**config.mk**
```make
export PLATFORM = sky130hd
export DESIGN_NAME = ipu_centroid_tracker
export DESIGN_NICKNAME = d
export VERILOG_FILES = /design/src/rtl/ipu_centroid_tracker.sv
export SDC_FILE = /design/constraint.sdc
export NUM_CORES = 1
export LEC_CHECK = 0
export CAP_MARGIN = 10
export CORE_MARGIN = 5
export CORE_UTILIZATION = 30
export DETAILED_ROUTE_END_ITERATION = 10
export HOLD_SLACK_MARGIN = 0.06
export SYNTH_ARGS = -nofsm -noshare
export SYNTH_HDL_FRONTEND = slang
export SYNTH_SLANG_ARGS = --single-unit
```
**constraint.sdc**
```tcl
create_clock -name iCLK -period 12.4 [get_ports iCLK]
set_input_delay 1.24 -clock iCLK [delete_from_list [all_inputs] [get_ports iCLK]]
set_output_delay 1.24 -clock iCLK [all_outputs]
set_load 0.005 [all_outputs]
```
**src/rtl/ipu_centroid_tracker.sv**
```systemverilog
// Per-channel blob centroid tracker: accumulates mask statistics per frame, divides
// sums by counts with one shared restoring divider, and smooths results with an EMA.
module ipu_centroid_tracker #(
  parameter int NUM_CH     = 2,
  parameter int COORD_W    = 11,
  parameter int CNT_W      = 21,
  parameter int AVG_SHIFT  = 2,
  parameter int MIN_PIXELS = 16
) (
  input  logic                      iCLK,
  input  logic                      iRST,
  input  logic                      iDVAL,
  input  logic [NUM_CH-1:0]         iMask,
  input  logic [COORD_W-1:0]        iX_Cont,
  input  logic [COORD_W-1:0]        iY_Cont,
  input  logic                      iFrameEnd,
  output logic [NUM_CH*COORD_W-1:0] oX,
  output logic [NUM_CH*COORD_W-1:0] oY,
  output logic [NUM_CH-1:0]         oFound,
  output logic                      oDVAL,
  output logic                      oBusy,
  output logic                      oDrop
);

  localparam int SUM_W = COORD_W + CNT_W;
  localparam int CH_W  = (NUM_CH > 1) ? $clog2(NUM_CH) : 1;
  localparam int BIT_W = $clog2(COORD_W + 1);

  typedef enum logic [2:0] {
    S_IDLE, S_LOAD_X, S_DIV_X, S_LOAD_Y, S_DIV_Y, S_UPDATE, S_DONE
  } state_t;

  state_t             state_q, state_d;
  logic [CH_W-1:0]    ch_q;
  logic [BIT_W-1:0]   bit_q;
  logic               last_ch, last_bit, frame_start, found_now;

  logic [CNT_W-1:0]   cnt_acc [NUM_CH];
  logic [SUM_W-1:0]   sx_acc  [NUM_CH];
  logic [SUM_W-1:0]   sy_acc  [NUM_CH];
  logic [CNT_W-1:0]   cnt_nx  [NUM_CH];
  logic [SUM_W-1:0]   sx_nx   [NUM_CH];
  logic [SUM_W-1:0]   sy_nx   [NUM_CH];
  logic [CNT_W-1:0]   snap_cnt[NUM_CH];
  logic [SUM_W-1:0]   snap_sx [NUM_CH];
  logic [SUM_W-1:0]   snap_sy [NUM_CH];

  logic [COORD_W-1:0] x_s   [NUM_CH];
  logic [COORD_W-1:0] y_s   [NUM_CH];
  logic [NUM_CH-1:0]  found_s;
  logic [COORD_W-1:0] out_x [NUM_CH];
  logic [COORD_W-1:0] out_y [NUM_CH];
  logic [NUM_CH-1:0]  found_o;
  logic               dval_q, drop_q;

  logic [CNT_W-1:0]   rem_q, rem_nx;
  logic [COORD_W-1:0] quo_q, qx_q;
  logic [CNT_W-1:0]   div_q;
  logic [CNT_W:0]     shifted;
  logic               take;

  function automatic logic [COORD_W-1:0] ema_step(input logic [COORD_W-1:0] prev,
                                                  input logic [COORD_W-1:0] sample);
    logic signed [COORD_W:0] diff;
    logic signed [COORD_W:0] acc;
    diff = $signed({1'b0, sample}) - $signed({1'b0, prev});
    acc  = $signed({1'b0, prev}) + (diff >>> AVG_SHIFT);
    return COORD_W'(acc);
  endfunction

  assign frame_start = iFrameEnd && (state_q == S_IDLE);
  assign last_ch     = (ch_q == CH_W'(NUM_CH - 1));
  assign last_bit    = (bit_q == BIT_W'(COORD_W - 1));
  assign found_now   = (snap_cnt[ch_q] >= CNT_W'(MIN_PIXELS));

  // Accumulate stage: a saturated counter freezes its whole channel until frame end
  always_comb begin
    for (int c = 0; c < NUM_CH; c++) begin
      cnt_nx[c] = cnt_acc[c];
      sx_nx[c]  = sx_acc[c];
      sy_nx[c]  = sy_acc[c];
      if (iDVAL && iMask[c] && (cnt_acc[c] != '1)) begin
        cnt_nx[c] = cnt_acc[c] + CNT_W'(1);
        sx_nx[c]  = sx_acc[c] + SUM_W'(iX_Cont);
        sy_nx[c]  = sy_acc[c] + SUM_W'(iY_Cont);
      end
    end
  end

  always_ff @(posedge iCLK or negedge iRST) begin
    if (!iRST) begin
      for (int c = 0; c < NUM_CH; c++) begin
        cnt_acc[c]  <= '0;
        sx_acc[c]   <= '0;
        sy_acc[c]   <= '0;
        snap_cnt[c] <= '0;
        snap_sx[c]  <= '0;
        snap_sy[c]  <= '0;
      end
    end else begin
      for (int c = 0; c < NUM_CH; c++) begin
        cnt_acc[c] <= iFrameEnd ? '0 : cnt_nx[c];
        sx_acc[c]  <= iFrameEnd ? '0 : sx_nx[c];
        sy_acc[c]  <= iFrameEnd ? '0 : sy_nx[c];
        if (frame_start) begin
          snap_cnt[c] <= cnt_nx[c];
          snap_sx[c]  <= sx_nx[c];
          snap_sy[c]  <= sy_nx[c];
        end
      end
    end
  end

  always_comb begin
    state_d = state_q;
    unique case (state_q)
      S_IDLE:   if (iFrameEnd) state_d = S_LOAD_X;
      S_LOAD_X: state_d = S_DIV_X;
      S_DIV_X:  if (last_bit) state_d = S_LOAD_Y;
      S_LOAD_Y: state_d = S_DIV_Y;
      S_DIV_Y:  if (last_bit) state_d = S_UPDATE;
      S_UPDATE: state_d = last_ch ? S_DONE : S_LOAD_X;
      S_DONE:   state_d = S_IDLE;
      default:  state_d = S_IDLE;
    endcase
  end

  always_ff @(posedge iCLK or negedge iRST) begin
    if (!iRST) begin
      state_q <= S_IDLE;
      ch_q    <= '0;
      bit_q   <= '0;
    end else begin
      state_q <= state_d;
      bit_q   <= (state_q == S_DIV_X || state_q == S_DIV_Y) ? bit_q + BIT_W'(1) : '0;
      if (state_q == S_IDLE)
        ch_q <= '0;
      else if (state_q == S_UPDATE && !last_ch)
        ch_q <= ch_q + CH_W'(1);
    end
  end

  // Divide stage: remainder starts as the upper sum bits; it is always below the
  // count because the mean coordinate fits COORD_W bits
  assign shifted = {rem_q, quo_q[COORD_W-1]};
  assign take    = (shifted >= {1'b0, div_q});
  assign rem_nx  = take ? CNT_W'(shifted - {1'b0, div_q}) : CNT_W'(shifted);

  always_ff @(posedge iCLK) begin
    unique case (state_q)
      S_LOAD_X: begin
        rem_q <= snap_sx[ch_q][SUM_W-1:COORD_W];
        quo_q <= snap_sx[ch_q][COORD_W-1:0];
        div_q <= snap_cnt[ch_q];
      end
      S_LOAD_Y: begin
        qx_q  <= quo_q;
        rem_q <= snap_sy[ch_q][SUM_W-1:COORD_W];
        quo_q <= snap_sy[ch_q][COORD_W-1:0];
        div_q <= snap_cnt[ch_q];
      end
      S_DIV_X, S_DIV_Y: begin
        rem_q <= rem_nx;
        quo_q <= {quo_q[COORD_W-2:0], take};
      end
      default: ;
    endcase
  end

  // Update/commit stage: staging smooths per channel, outputs commit all at once
  always_ff @(posedge iCLK or negedge iRST) begin
    if (!iRST) begin
      for (int c = 0; c < NUM_CH; c++) begin
        x_s[c]   <= '0;
        y_s[c]   <= '0;
        out_x[c] <= '0;
        out_y[c] <= '0;
      end
      found_s <= '0;
      found_o <= '0;
      dval_q  <= 1'b0;
      drop_q  <= 1'b0;
    end else begin
      if (state_q == S_UPDATE) begin
        if (!found_now) begin
          found_s[ch_q] <= 1'b0;
        end else begin
          found_s[ch_q] <= 1'b1;
          x_s[ch_q]     <= found_s[ch_q] ? ema_step(x_s[ch_q], qx_q)  : qx_q;
          y_s[ch_q]     <= found_s[ch_q] ? ema_step(y_s[ch_q], quo_q) : quo_q;
        end
      end
      if (state_q == S_DONE) begin
        for (int c = 0; c < NUM_CH; c++) begin
          out_x[c] <= x_s[c];
          out_y[c] <= y_s[c];
        end
        found_o <= found_s;
      end
      dval_q <= (state_q == S_DONE);
      drop_q <= iFrameEnd && (state_q != S_IDLE);
    end
  end

  always_comb begin
    oX = '0;
    oY = '0;
    for (int c = 0; c < NUM_CH; c++) begin
      oX[c*COORD_W +: COORD_W] = out_x[c];
      oY[c*COORD_W +: COORD_W] = out_y[c];
    end
  end

  assign oFound = found_o;
  assign oDVAL  = dval_q;
  assign oDrop  = drop_q;
  assign oBusy  = (state_q != S_IDLE);

endmodule

```
Run 1, met1 routing:
Scale bar: 100 um.
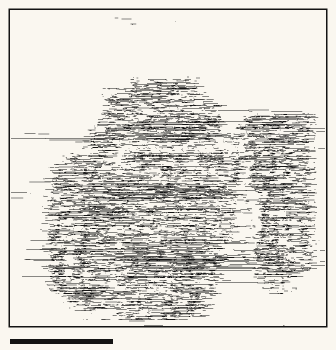
The wires run mostly horizontal. The longest straight run is 91.1 um. The layer carries 30.7 mm of wire. 2694 nets have wire on it. The layer holds 49% of the routed length.
vias post-DR: 19083
WL final: 62600 um
met1 global-route usage: 0.193

Run 1, met2 routing:
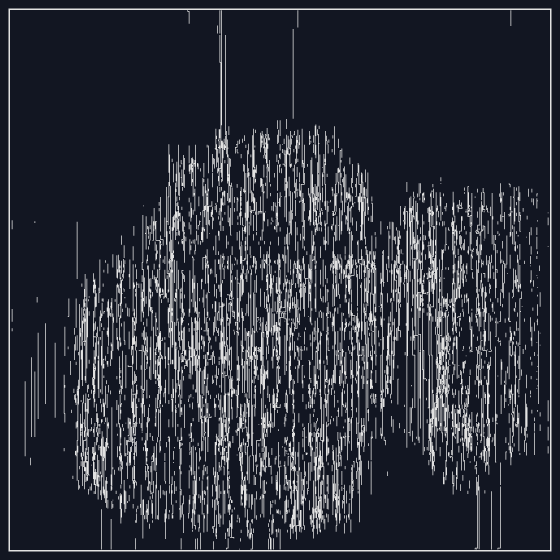
The longest straight run is 123 um. 2325 nets have wire on it. The layer carries 27.8 mm of wire. The wires run mostly vertical.
GR Util met2: 0.208

==> impl_metrics.ini, run 1 <==
; flow metrics
[placement]
post-place-ws_ps = 7190
post-place-cells = 3845
post_dp_cell_area_um2 = 28200
dp_hpwl_um = 43300
gp_congestion = 0.814
io_buffers = 76

[final_timing]
finalSetupTns_ps = 0
period_needed_ps = 5300
finalSetupViolCount = 0
slew-limit-headroom = 0.226
rsz0062_at_grt = false
max_slew.worst_pin.slew_ps = 1140
period_used_share = 0.428
holdWs_ps = 470
fin_ws_ps = 7100
fmax_ghz = 0.189
skew_ps = 29.6
hold_violations = 0
final_max_slew_viol_count = 0

[final_layout]
instances_no_fill = 3947
syn_to_final_growth_pct = 14.4
final_core_util = 0.346
final_cell_area_um2 = 30000
fillCellCount = 8845
nets = 2895
layout.area.seq_um2 = 13000
comb_area_um2 = 12500
num_antenna_cells = 0
drive_gt1_frac = 0.0655

[clock_tree]
root_buffer = clkbuf_16
htreeDepth = 2
holdBufCountCts = 0
cts_tree = done
path_clk_slew_ps = 60
cts-resized-gates = 0
clkLatencyLatePin_ps = 620
cts.sinks = 506
cts_buffers = 55
post_cts_buffers = 0
cts.path.max_buffers = 3

[setup_path]
cp.required_ps = 12920
start_kind = flop
startpoint = ch_q$_DFFE_PN0P_
path_max_fanout = 38
crit_arrival_ps = 5830
criticalPathCategory = flop to flop
r2r-start = ch_q$_DFFE_PN0P_
crit_path_end_kind = flop

[grt]
grt_start_max_net_pins = 250
grt.busiest_layer = met2
grt_first_pass_wirelength_um = 102000
grt_use_total = 0.132
grt_pass1_vias = 18527
antenna_found_initial = 2
grt_remaining_overflow = 0

[logic_synthesis]
synthCells = 2715
yosysChipArea_um2 = 26200
numSynthFlops = 506
async_flop_share = 0.874
synth_cell_types = 83
edf_count = 64
netlist_area_um2 = 26200
ys_seq_frac = 0.495
synth_warnings = 0
synth_nets = 2863
ys_cells = 2715
ys.flop_type = dfrtp_1
synth_area_per_cell_um2 = 9.67

[die]
chipArea_um2 = 93500
fp_util = 0.303
ios = 77
num_rows = 108
dieWidth_um = 306
core_um2 = 86800
chipHeight_um = 306

[status]
status = finished, final reports clean

[flow_run]
cap_violations = 0
warnings = 35

[route]
first_pass_iters = 5
ant_nets = 0
dr.first_iter.drc_count = 1495
post_drt_wl_per_cell_um = 15.9
detail_route.vias_per_cell = 4.83
drc_errors = 0

[worst_hold_path]
hold_class = flop to flop
hold_path_startpoint = oY[7]$_DFFE_PN0P_

[power_and_ir_drop]
ir_worst_vdd_mv = 0.0868
cellLeakagePower_nw = 14.2
p_total_mw = 3.55
p_per_area_nw_per_um2 = 118
Run 1, met3 routing:
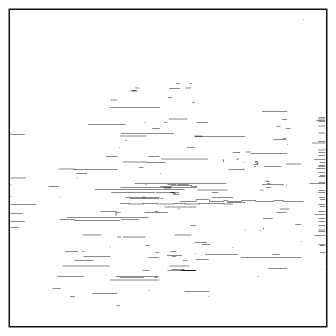
The wires run mostly horizontal. The longest straight run is 88.3 um.
met3 Track Usage GR: 0.0197

Run 1, signal wires on met4:
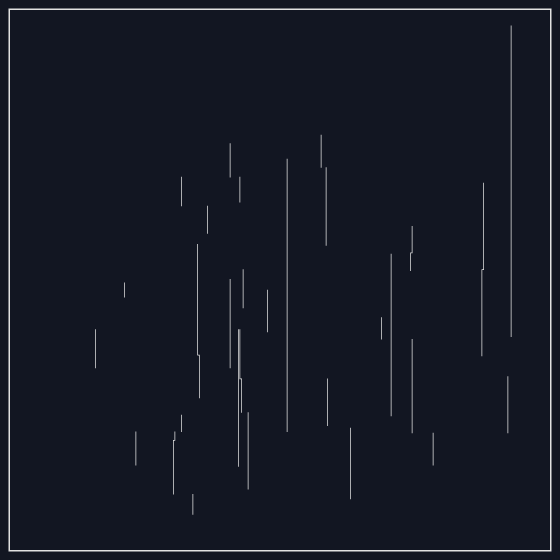
10 nets have wire on it. The layer holds 2.1% of the routed length.

run 1: cell usage in the layout, fill, tap and decap left out, types with 56 or more instances in the layout:
cell,synthesis,final
dfrtp_1,442,441
nand2_1,404,403
nor2_1,340,337
o21ai_0,201,201
a21oi_1,136,135
xnor2_1,115,115
ha_1,113,113
mux2i_1,110,109
inv_1,86,86
xor2_1,84,84
clkdlybuf4s50_1,0,74
edfxtp_1,64,64
nand3_1,59,59
nor3_1,56,56
run 1: path summary, 6_finish.rpt:
kind | end | slack, ps | depth (start not counted)
min reg2reg | oY[7]$_DFFE_PN0P_ | 470 | 2
max reg2reg | x_s[10]$_DFFE_PN0P_ | 7100 | 18
min | oY[7]$_DFFE_PN0P_ | 470 | 2
max | x_s[10]$_DFFE_PN0P_ | 7100 | 18
max in group asynchronous | snap_sy[56]$_DFFE_PN0P_ | 9510 | 3
min in group asynchronous | oX[18]$_DFFE_PN0P_ | 640 | 1
run 1: final cells by class:
type,instances,share of cell area
multi-input combinational,2000,0.416
clock buffer,73,0.0504
inverter,87,0.0109
timing repair buffer,97,0.0316
tap,1155,0.0481
clock inverter,29,0.0109
sequential,506,0.433
run 1: synth_stat cells, drive strengths merged (13+ instances only):
library cell,count,area [um^2]
dfrtp,442,11100
nand2,404,1520
nor2,342,1290
o21ai,219,1100
a21oi,138,698
xnor2,115,1010
ha,113,1410
mux2i,110,1100
clkbuf,97,364
inv,87,327
xor2,84,736
edfxtp,64,1920
nand3,59,295
nor3,57,290
nand4,33,213
a21o,29,218
and3,28,180
mux2,28,319
buf,25,144
o22ai,19,125
and2,16,105
a311o,15,150
nor4,14,93.8
nor2b,13,81.3
o21bai,13,97.6
run 1: cell families after synthesis:
family / after synthesis / share of synthesized area
compound gates: 534 / 0.127
xor+xnor: 199 / 0.0664
fa+ha+maj: 120 / 0.0592
buf+inv: 209 / 0.0318
flops: 506 / 0.495
mux: 138 / 0.0541
simple gates: 1009 / 0.167
run 1: worst max-delay path, cell delays in order (launching register included):
cell and delay [ps]:
dfrtp_4 770, buf_4 630, mux2i_1 330, ha_1 270
o21ai_0 110, a21boi_1 160, o21a_1 220, nor2_1 190
o211ai_1 160, a31o_2 260, a21oi_1 170, xnor2_1 110
ha_1 350, nor4_1 70, a2111oi_0 430, o211ai_1 180
and4_1 230, or3_1 360, a31oi_1 180
run 1: report_power, final:
group,total [mW],switching [mW],internal [mW]
logic,0.180,0.118,0.0618
registers,1.70,0.00745,1.69
clock network,1.67,0.702,0.968
total,3.55,0.827,2.72
run 1: flip-flops by register name (all words and copies together) (netlist names), 4 cells and up, named ones only:
signal	cells
snap_sx	64
snap_sy	64
sx_acc	64
sy_acc	64
cnt_acc	42
snap_cnt	42
oX	22
oY	22
x_s	22
y_s	22
div_q	21
rem_q	21
quo_q	11
qx_q	11
bit_q	4
run 1: routing by layer:
metal  wire [um]  vias up
li1            -     9459
met1       30700     9232
met2       27800      316
met3        2740       76
met4        1320        0
met5           0        -
==> run 1 -> run 2 <==
Clock period 12.4 ns to 5.3 ns, I/O delays scaled along.
==> impl_metrics.ini, run 2 <==
; flow metrics
[status]
status = finished, final reports clean

[logic_synthesis]
synth_top_area_share = 0.421
synth_area_per_cell_um2 = 9.67
simple_gate_share = 0.167
numSynthFlops = 506
yosysMostFrequentCell = dfrtp_1
ys_sh_xor = 0.0664
synthCells = 2715
yosysTopAreaCell = dfrtp_1
netlist_area_um2 = 26200
top_cells_by_count = dfrtp_1, nand2_1, nor2_1
ys_seq_frac = 0.495
fa_ha_area_frac = 0.0592
synth_cell_types = 83
edf_count = 64
synthTopCellsByArea = dfrtp_1, edfxtp_1, nand2_1
yosysChipArea_um2 = 26200
ys.flop_type = dfrtp_1
async_flop_share = 0.874
ys_top_logic_family = simple AND/OR/NAND/NOR gates
ys_cells = 2715
synth_warnings = 0
aoi_share = 0.127
mux_share = 0.0541
synth_nets = 2863

[power_and_ir_drop]
p_total_mw = 8.39
ir_worst_vdd_mv = 0.240
cellLeakagePower_nw = 14.3
p_per_area_nw_per_um2 = 278

[final_layout]
syn_to_final_growth_pct = 14.9
drive_gt1_frac = 0.0661
final_common_cell = dfrtp_1
lay_top_cells = dfrtp_1, nand2_1, nor2_1, o21ai_0, a21oi_1
final_core_util = 0.348
nets = 2903
num_antenna_cells = 0
final_cell_area_um2 = 30100

[final_timing]
final_max_slew_viol_count = 0
slew-limit-headroom = 0.255
rsz0062_at_grt = false
finalSetupTns_ps = 0
hold_violations = 0
max_slew.worst_pin.slew_ps = 1120
fmax_ghz = 0.227
finalSetupViolCount = 0
period_used_share = 0.832
period_needed_ps = 4410
skew_ps = 55.5

[clock_tree]
cts.path.max_buffers = 3
clkLatencyLatePin_ps = 640
cts_tree = done
cts.sinks = 506
root_buffer = clkbuf_16
path_clk_slew_ps = 60
htreeDepth = 2
cts_buffers = 57

[grt]
grt_remaining_overflow = 0
grt_use_total = 0.132
grt_pass1_vias = 18709
antenna_found_initial = 0
grt_first_pass_wirelength_um = 102000
grt_start_max_net_pins = 152

[placement]
gp_congestion = 0.834
dp_hpwl_um = 43800
io_buffers = 76
post_dp_cell_area_um2 = 28200

[route]
via_count = 19020
ant_nets = 0
dr.first_iter.drc_count = 1178
detail_route.vias_per_cell = 4.81
wirelength_um = 62700
first_pass_iters = 5
post_drt_wl_per_cell_um = 15.8
drc_errors = 0

[die]
chipHeight_um = 306
fp_util = 0.303
dieWidth_um = 306
chipArea_um2 = 93500
num_rows = 108
core_um2 = 86800
ios = 77

[flow_run]
cap_violations = 0
warnings = 37

[setup_path]
crit_path_end_kind = flop
crit_arrival_ps = 4950
criticalPathCategory = flop to flop
start_kind = flop
path_max_fanout = 29
cp.required_ps = 5840

[worst_hold_path]
hold_class = primary input to flop
-- run 2: logic make-up (layout without fill, tap and decap cells) --
| family | count (synthesis) | count (layout) |
|---|---|---|
| AND-OR/OR-AND | 534 | 534 |
| adder cells (fa/ha/maj) | 120 | 120 |
| XOR/XNOR | 199 | 199 |
| AND/OR/NAND/NOR | 1009 | 1009 |
| flip-flops | 506 | 506 |
| multiplexers | 138 | 138 |
| buffers and inverters | 209 | 293 |
-- run 2: worst paths after layout --
path / start / to / depth (start not counted) / slack, ps
worst max-delay path: ch_q$_DFFE_PN0P_ / x_s[10]$_DFFE_PN0P_ / 17 / 890
worst max register to register: ch_q$_DFFE_PN0P_ / x_s[10]$_DFFE_PN0P_ / 17 / 890
worst min register to register: oY[14]$_DFFE_PN0P_ / oY[14]$_DFFE_PN0P_ / 2 / 470
min in group asynchronous: iRST / oX[17]$_DFFE_PN0P_ / 2 / 450
max in group asynchronous: iRST / cnt_acc[13]$_DFF_PN0_ / 3 / 3460
worst min-delay path: iFrameEnd / sy_acc[23]$_DFF_PN0_ / 2 / 330
-- run 2: layer usage --
| metal | share of wire | global-route usage | vias to the layer above |
|---|---|---|---|
| li1 | - | - | 9498 |
| met1 | 0.48 | 0.188 | 9146 |
| met2 | 0.44 | 0.207 | 289 |
| met3 | 0.047 | 0.0249 | 87 |
| met4 | 0.027 | 0.0392 | 0 |
| met5 | 0 | 0 | - |
-- run 2: report_power, final --
part / switching (mW) / total [mW] / leakage, nW / internal [mW]
combinational: 0.277 / 0.423 / 6.59 / 0.147
sequential: 0.0178 / 3.97 / 6.76 / 3.95
clock: 1.64 / 4.00 / 0.937 / 2.35
-- run 2: layout make-up --
cell class                 count  area (um^2)
clock inverter                28          362
clock buffer                  75         1550
sequential                   506        13000
fill                        8825        56600
tap                         1155         1450
inverter                      87          327
timing repair buffer         103         1010
multi-input combinational   2000        12500
-- run 2: what timing repair did --
item / 4_1_cts / 5_1_grt
setup endpoints to repair: 0 / 0
setup buffers: 0 / 0
resized: 0 / 0
hold buffers: 1 / 0
hold endpoints to repair: 69 / 0
-- run 2: through the flow --
| step | hold WS [ps] | cells | worst slack [ps] |
|---|---|---|---|
| 3_3_place_gp | 457 | 3850 | 906 |
| 6_report | 331 | 3954 | 891 |
| 2_1_floorplan | 234 | 2715 | 375 |
| 4_1_cts | 308 | 3954 | 874 |
| 5_1_grt | 326 | 3954 | 485 |
| 3_5_place_dp | 463 | 3850 | 845 |
-- run 2: critical path: stages (launching register included) --
cell       delay (ps)
dfrtp_4           750
mux2i_1           300
ha_1              260
o21ai_0           100
a21boi_1          150
o21a_1            210
nor2_1            190
o211ai_1          150
a31o_2            260
a21oi_1           170
xnor2_1           110
ha_1              230
and3_1            170
a2111oi_0         350
o211ai_1          180
and4_1            230
or3_1             360
a31oi_1           160
Run 2, met1 routing:
Scale bar: 100 um.
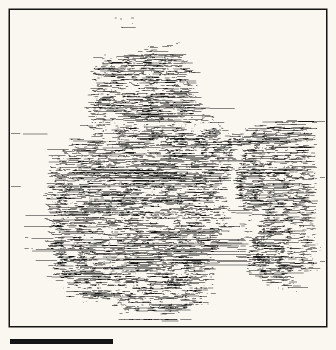
2697 nets have wire on it. The wires run mostly horizontal. The layer carries 30.2 mm of wire. The longest straight run is 89.7 um.

Power is estimated from default activity; no workload was simulated.
